Clock nets:
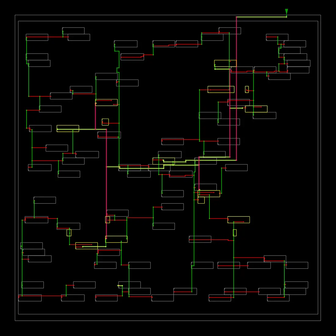
Metal layers overlaid:
Only two layers are drawn.
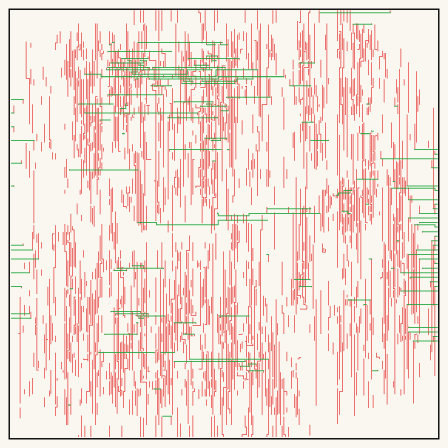
Metal 4:
Supply wires on this layer in grey.
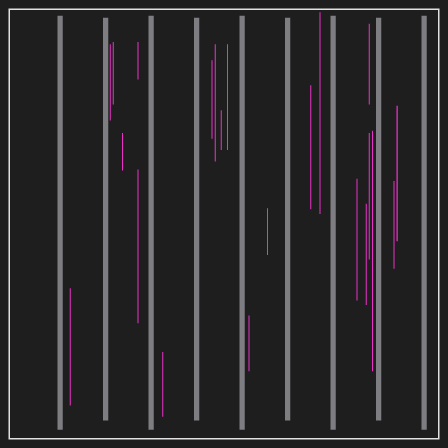
Design hazard_ctrl, sky130hd; sources not shown.
==> run_results.csv <==
group,metric,value,unit
status,violations,"setup timing",
final_layout,clk_share,3.08,%
floorplan,die_height,128,um
final_layout,layout_top_cell,"nand2_1",
grt,antenna_found_initial,0,
floorplan,dieArea,16300,um2
critical_path,cpMostUsedCell,"nand2_1",
min_path,min_path_type,"primary input to asynchronous set/reset pin",
logic_synthesis,ys_sh_adder,0.480,%
logic_synthesis,synth_nets,762,
logic_synthesis,avgSynthCellArea,7.10,um2
final_timing,slew_viol_final,0,
logic_synthesis,yosysCellCount,734,
critical_path,crit_chain,"inv_2 -> nand2_1 -> nand2_1 -> nand2_1 -> nor2_2 -> nand3_1 -> nand2_1 -> nand2_4 -> nand2_4 -> o21ai_2 -> inv_1 -> buf_2",
logic_synthesis,yosys_area,5210,um2
final_layout,final.fill_count,1393,
final_timing,rsz0062_at_grt,"true",
logic_synthesis,top_cells_by_count,"nand2_1 (247), nor2_1 (85), dfrtp_1 (81)",
critical_path,reg2regPathDepth,16,
route,drtAntennaViolNets,0,
logic_synthesis,synth_flop_count,81,
clock_tree,path_clk_slew,60,ps
critical_path,crit_type,"register to primary output",
floorplan,fp.coreArea,15300,um2
critical_path,r2r_slack,-380,ps
logic_synthesis,flop_cell,"dfrtp_1",
route,remaining_drc_errors,0,
final_layout,largestClassByArea,"buffers",
logic_synthesis,synthSimpleGateAreaFrac,41.1,%
final_timing,worstMarginPinSlew,649,ps
critical_path,end_kind,"primary output",
critical_path,cp_top_family,"simple AND/OR/NAND/NOR gates",
logic_synthesis,yosysMostFrequentCell,"nand2_1",
placement,gp_congestion,0.938,
critical_path,worst-path-buf-inv,3,
critical_path,cp_num_cells,12,
logic_synthesis,yosysTopAreaCellShare,38.9,%
logic_synthesis,seq_area_frac_synth,38.9,%
grt,grt_max_degree,58,
logic_synthesis,ys_types,34,
final_layout,comb_share,33.2,%
grt,gr-total-overflow,0,
route,viasPerCell,4.92,
logic_synthesis,topCombFamilyByArea,"simple AND/OR/NAND/NOR gates",
final_layout,seq_share,21.9,%
final_layout,antenna_cells,0,
critical_path,critPathMaxStageDelay,440,ps
final_layout,comb_cells,556,
status,status,"finished, violations left",
final_layout,num-nonclk-buffers,347,
clock_tree,htreeDepth,3,
pwr,ir_drop,0.550,mV
final_layout,non_clock_inverter_count,81,
critical_path,crit_path_start_kind,"register",
critical_path,worstPathRequired,1380,ps
placement,port_buffers,96,
clock_tree,cts_hold_buf,0,
final_layout,drive_gt1_share,43.4,%
floorplan,num_rows,45,
critical_path,critPathSlowestCell,"dfrtp_2",
route,drt-initial-drc-count,315,
clock_tree,post-cts-setup-buffers,67,
clock_tree,cts_resized,491,
logic_synthesis,synthMuxAreaShare,0,%
final_layout,lay_top_cells,"nand2_1 (198), buf_6 (153), buf_4 (150)",
final_timing,tns,-22850,ps
final_layout,comb_area,3100,um2
grt,grt_first_pass_wirelength,32800,um
final_layout,flop-count,81,
logic_synthesis,synth_area,5210,um2
clock_tree,cts_root_buf,"clkbuf_16",
final_timing,hold_viol,0,
grt,grt_pass1_vias,6357,
final_layout,nets,1104,
critical_path,worstPathMaxFanout,4,
final_layout,nonClkBufAreaFrac,35.7,%
final_timing,max_freq,0.469,GHz
logic_synthesis,edf_count,0,
critical_path,crit_arrival,1790,ps
final_timing,setup_slack,-411,ps
floorplan,ioPinCount,97,
final_timing,finalCritPeriodShare,124,%
clock_tree,tritoncts,"yes",
run,drv_cap,0,
final_timing,relSlewSlack,56.4,%
clock_tree,cts_buffer_depth,2,
run,tool_warnings,29,
logic_synthesis,yosysWarnings,0,
logic_synthesis,ys_sh_xor,9.08,%
placement,hpwlAfterDp,14400,um
floorplan,nWellTaps,211,
logic_synthesis,async_flop_share,100,%
logic_synthesis,synth_area_leader_cell,"dfrtp_1",
pwr,p_leak,4.66,nW
pwr,powerDensity,544,nW/um2
final_layout,syn_to_final_growth,79.6,%
logic_synthesis,syn_inst,734,
final_timing,finalSetupViolations,78,
-- 'clock nets' (at the start) --
Num Clock Sinks: 81
skew final: 6.60 ps
CTS buffer count: 9
Latency at later pin: 350 ps
clkbuf count: 9

-- 'metal layers overlaid' (at the start) --
legend:
  green:
    layer: M3
    wire_length: 1,040 um
  red:
    layer: M2
    wire_length: 9,740 um
via count: 6,355
All-Layer GR Usage: 26.2%
aggregate routed wire length: 21,000 um
DR WL/cell: 16.2 um

-- 'metal 4' (at the start) --
nets with wire on the layer: 19
main direction: vertical

per-stage QoR:
stage / power [mW] / utilization [%] / cell area, um2 / setup WS [ps] / cells
after floorplan: 2.40 / - / 5350 / -13.9 / 734
after global placement: 2.89 / 49.9 / 7640 / -953 / 1181
after detailed placement: 2.90 / 49.9 / 7640 / -965 / 1181
after CTS: 5.11 / 58.6 / 8970 / -448 / 1271
after global routing: 5.32 / 61.1 / 9360 / -523 / 1292
final: 5.09 / 61.1 / 9360 / -411 / 1292
metal layers:
layer	GRT usage [%]	vias to the layer above	wire length [um]
li1	-	3054	-
met4	9.41	0	653
met5	0	-	0
met2	42.7	199	9740
met3	4.09	48	1040
met1	35.2	3054	9540
power by group:
part	switching (mW)	internal (mW)	total (mW)
clock network	0.832	1.11	1.94
registers	0.0744	1.98	2.05
logic	0.518	0.583	1.10
No activity file was given, so power comes from the tool's default toggle rates.
